[src/rtl/ssp_rx_ctrl.sv]
// SSP receive controller: pulls bytes from the receive FIFO, packs them into words of
// 1..4 bytes and hands them to the host, flushing a stalled partial word after TIMEOUT idle cycles.
module ssp_rx_ctrl #(
  parameter int unsigned TIMEOUT = 16
) (
  input  logic        clk_i,
  input  logic        rst_i,
  input  logic        en_i,
  input  logic [1:0]  cfg_bpw_i,
  input  logic        rx_empty_i,
  input  logic        rx_full_i,
  input  logic [7:0]  rx_d_i,
  output logic        do_read_o,
  output logic [31:0] word_o,
  output logic [2:0]  word_bytes_o,
  output logic        word_valid_o,
  input  logic        word_ready_i,
  output logic        overrun_o,
  input  logic        ovr_clr_i,
  output logic        flush_o
);

  typedef enum logic [1:0] {
    IDLE,
    READ,
    CAP,
    PRES
  } state_e;

  localparam bit         TMO_EN   = (TIMEOUT != 0);
  localparam logic [7:0] TMO_LAST = (TIMEOUT == 0) ? 8'd0 : 8'(TIMEOUT - 1);

  state_e      state_q, state_d;
  logic [2:0]  cnt_q, cnt_d;
  logic [1:0]  bpw_q, bpw_d;
  logic [7:0]  tmo_q, tmo_d;
  logic [31:0] word_q, word_d;
  logic        do_read_q, do_read_d;
  logic        valid_q, valid_d;
  logic        ovr_q, ovr_d;
  logic        flush_q, flush_d;

  logic        idle_wait;
  logic        tmo_fire;
  logic [2:0]  cnt_next;
  logic        last_byte;

  // A partial word is stalled when nothing new can be fetched for it.
  assign idle_wait = (state_q == IDLE) && (cnt_q != 3'd0) && (rx_empty_i || !en_i);
  assign tmo_fire  = TMO_EN && idle_wait && (tmo_q == TMO_LAST);
  assign cnt_next  = cnt_q + 3'd1;
  assign last_byte = (cnt_next == ({1'b0, bpw_q} + 3'd1));

  always_ff @(posedge clk_i) begin
    if (rst_i) begin
      state_q   <= IDLE;
      cnt_q     <= 3'd0;
      bpw_q     <= 2'd0;
      tmo_q     <= 8'd0;
      word_q    <= 32'd0;
      do_read_q <= 1'b0;
      valid_q   <= 1'b0;
      ovr_q     <= 1'b0;
      flush_q   <= 1'b0;
    end else begin
      state_q   <= state_d;
      cnt_q     <= cnt_d;
      bpw_q     <= bpw_d;
      tmo_q     <= tmo_d;
      word_q    <= word_d;
      do_read_q <= do_read_d;
      valid_q   <= valid_d;
      ovr_q     <= ovr_d;
      flush_q   <= flush_d;
    end
  end

  always_comb begin
    state_d = state_q;
    cnt_d   = cnt_q;
    bpw_d   = bpw_q;
    word_d  = word_q;
    // Saturate so a disabled timeout never wraps around.
    if (idle_wait) begin
      tmo_d = (tmo_q == 8'hFF) ? tmo_q : tmo_q + 8'd1;
    end else begin
      tmo_d = 8'd0;
    end

    case (state_q)
      IDLE: begin
        if (tmo_fire) begin
          state_d = PRES;
        end else if (en_i && !rx_empty_i) begin
          state_d = READ;
        end
      end
      READ: begin
        state_d = CAP;
        if (cnt_q == 3'd0) begin
          bpw_d = cfg_bpw_i;
        end
      end
      CAP: begin
        case (cnt_q[1:0])
          2'd0:    word_d[7:0]   = rx_d_i;
          2'd1:    word_d[15:8]  = rx_d_i;
          2'd2:    word_d[23:16] = rx_d_i;
          default: word_d[31:24] = rx_d_i;
        endcase
        cnt_d   = cnt_next;
        state_d = last_byte ? PRES : IDLE;
      end
      PRES: begin
        if (word_ready_i) begin
          state_d = IDLE;
          word_d  = 32'd0;
          cnt_d   = 3'd0;
        end
      end
      default: begin
        state_d = IDLE;
      end
    endcase
  end

  always_comb begin
    do_read_d = (state_d == READ);
    valid_d   = (state_d == PRES);
    flush_d   = tmo_fire;
    ovr_d     = ovr_q;
    if (ovr_clr_i) begin
      ovr_d = 1'b0;
    end
    if ((state_q == PRES) && rx_full_i) begin
      ovr_d = 1'b1;
    end
  end

  assign do_read_o    = do_read_q;
  assign word_o       = word_q;
  assign word_bytes_o = cnt_q;
  assign word_valid_o = valid_q;
  assign overrun_o    = ovr_q;
  assign flush_o      = flush_q;

endmodule

[config.mk]
export PLATFORM = sky130hd
export DESIGN_NAME = ssp_rx_ctrl
export DESIGN_NICKNAME = d
export VERILOG_FILES = /design/src/rtl/ssp_rx_ctrl.sv
export SDC_FILE = /design/constraint.sdc
export NUM_CORES = 1
export LEC_CHECK = 0
export ABC_CLOCK_PERIOD_IN_PS = 4900
export CAP_MARGIN = 20
export CORE_ASPECT_RATIO = 1.4
export CORE_MARGIN = 2
export CORE_UTILIZATION = 45
export DETAILED_ROUTE_END_ITERATION = 8
export GPL_TIMING_DRIVEN = 1
export PLACE_DENSITY = 0.72
export SLEW_MARGIN = 20
export SYNTH_ARGS = -nofsm -noshare
export SYNTH_HDL_FRONTEND = slang
export SYNTH_SLANG_ARGS = --single-unit
[constraint.sdc]
create_clock -name clk_i -period 4.9 [get_ports clk_i]
set_input_delay 0.98 -clock clk_i [delete_from_list [all_inputs] [get_ports clk_i]]
set_output_delay 0.98 -clock clk_i [all_outputs]
set_load 0.01 [all_outputs]
**Floorplan with the power grid**

Scale bar: 20 µm. Pins as bars on the die edge.
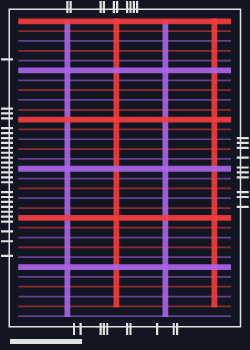
- VDD: red
- VSS: purple
- met1 rails: 31
- rows: 30
- met5 straps: 6
maximum vdd drop: 0.267 mV
core area: 4800 µm²

**Metal layers overlaid**

Scale bar: 20 µm. Two of the layers only.
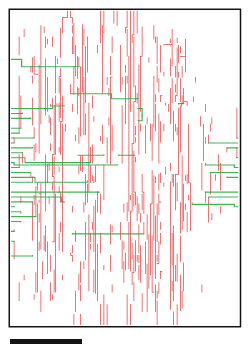
- met3: green (wire length 338 µm)
- met2: red (wire length 2260 µm)
via count: 1706
total wire length: 4520 µm
gr usage total: 0.179
DR WL/cell: 13.2 µm

==> results.tsv <==
metric	value	unit
drt_iter0_drc	23	
hold_buffers	0	
whs	0.474	ns
cpPeakStageDelay	0.58	ns
clockBufferDepth	2	
fillers	454	
fp_util	0.466	
overflow	0	
max_cap_viol_count	0	
crit_chain	clkdlybuf4s50_1	
slew_viol_final	0	
dieArea	5560	µm²
use_met3	0.0673	
status	finished, final reports clean	
yosys.area_share.adder	0.0335	
antenna_cells	0	
use_met1	0.193	
p_total	794	µW
place_hpwl	3290	µm
maxSlewHeadroom	0.468	
grt_busiest_layer	met2	
power_leader	registers	
syn2layout_area_growth	30.4	%
comb_power_share	0.129	
top_cell_area_share	0.456	
instances_no_fill	343	
worst_slew_pin_slew	0.797	ns
async_reset_ff_frac	0	
drt-pass1-iter-count	6	
antenna_found_initial	0	
layout_top_cells	clkdlybuf4s50_1, dfxtp_1, nor2_1	
setup_slack	2.61	ns
nets	301	
pin_count	56	
pre_cts_slack	2.29	ns
clkCellAreaFrac	0.0326	
endpoint_kind	output pin	
ys_sh_mux	0.161	
topCellsByArea	dfxtp_1, mux2i_1, nor2_1	
routedLengthMet1	1860	µm
warnings	29	
r2r_end	word_o[3]	
seq_cells	51	
cp.depth	1	
seqPwrFrac	0.554	
slowest_stage	clkdlybuf4s50_1	
common_cells	dfxtp_1, nor2_1, mux2i_1	
nWellTaps	64	
p_leak	0.00125	µW
p_switching	200	µW
yosysUniqueCellTypes	41	
path_delay_family	buffers and inverters	
setup_viol	0	
syn_inst	224	
critPathArrivalTime	1.31	ns
rsz0062_at_grt	no	
crit_required	3.92	ns
cts_buffers	5	
regArea	1020	µm²
nNonClkBuffers	56	
ctsHtreeMaxLevel	2	
crit_start	word_bytes_o[0]	
comb_share	0.393	
ys_sh_aoi	0.0749	
min_from	overrun_o	
layout_top_cell	clkdlybuf4s50_1	
synth_chip_area	2240	µm²
grt_max_degree	44	
vias_per_cell	4.97	
clkbuf_count	7	
min_to	overrun_o	
hold_depth	2	
crit_fanout	5	
wl_met3	338	µm
cp-endpoint	word_bytes_o[0]	
p_int	594	µW
p_per_area	272	nW/µm²
dominant-cell-class	logic gates	
n_all_inverters	4	
path_class	reg2out	
dieWidth	63.6	µm
path_buffers	1	
grt_pass1_wl	7870	µm
synth.cellmix.xorXnorShare	0.0268	
mi_logic_area	1150	µm²
swShare	0.252	
syn_area	2240	µm²
powerComb	103	µW
io_buffers	55	
wl_met2	2260	µm
fmax	436	MHz
flop_cell	dfxtp_1	
r2r_cells	4	
gr-usage-met2	0.320	
powerSeq	439	µW
hold_path_class	reg2reg	
tritoncts	yes	
cts.sinks	51	
edf_count	0	
largest_area_cell	dfxtp_1	
logic_family	simple AND/OR/NAND/NOR gates	
drive_above_1_share	0.0968	
gp_congestion	0.804	
grt_pass1_vias	1748	
ys_cells	224	
ant_nets	0	
yosysSeqAreaShare	0.456	
cp-start-kind	flip-flop	
path_clk_slew	0.09	ns
bufAreaShareNonClock	0.191	
finalHoldViolations	0	
timing.final.crit_period	2.29	ns
post-cts-setup-buffer-count	0	
numSynthFlops	51	
logic_gates	160	
root_buffer	clkbuf_8	
ys_warn_count	0	
avgSynthCellArea	9.99	µm²
min_period_over_period	0.468	
syn-num-nets	247	
die_h	87.5	µm
numPlacedInstances	335	
**Routed clock nets over the placement**

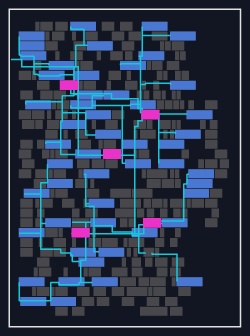
- flip-flops: blue (count 51)
- cells driving clock nets: magenta (count 5)
- clock wires: cyan (length 583 µm)
- flops lie: widely spread
Worst Clk Skew: 0.00557 ns
clk pwr: 252 µW
clk latency late pin: 0.30 ns
clock power share: 0.317

**Placement by cell class**

Fill, decap, tap and diode cells in grey.
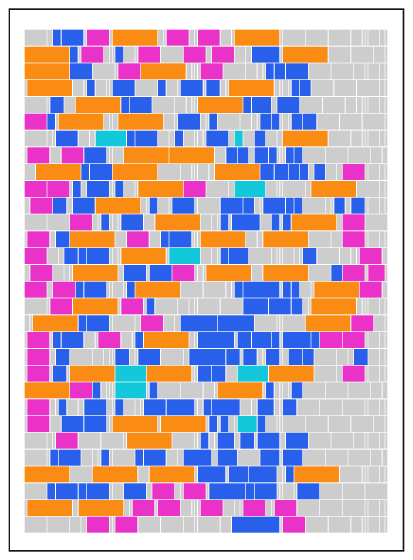
- clock drivers and dummy loads: cyan (cells 8)
- all other logic: blue (cells 164)
- other buffers and delay cells: magenta (cells 56)
- flip-flops: orange (cells 51)
fin util: 0.607
sequential share of cell area: 0.350
Rows: 30
final instance area: 2920 µm²

Power is estimated from default activity; no workload was simulated.
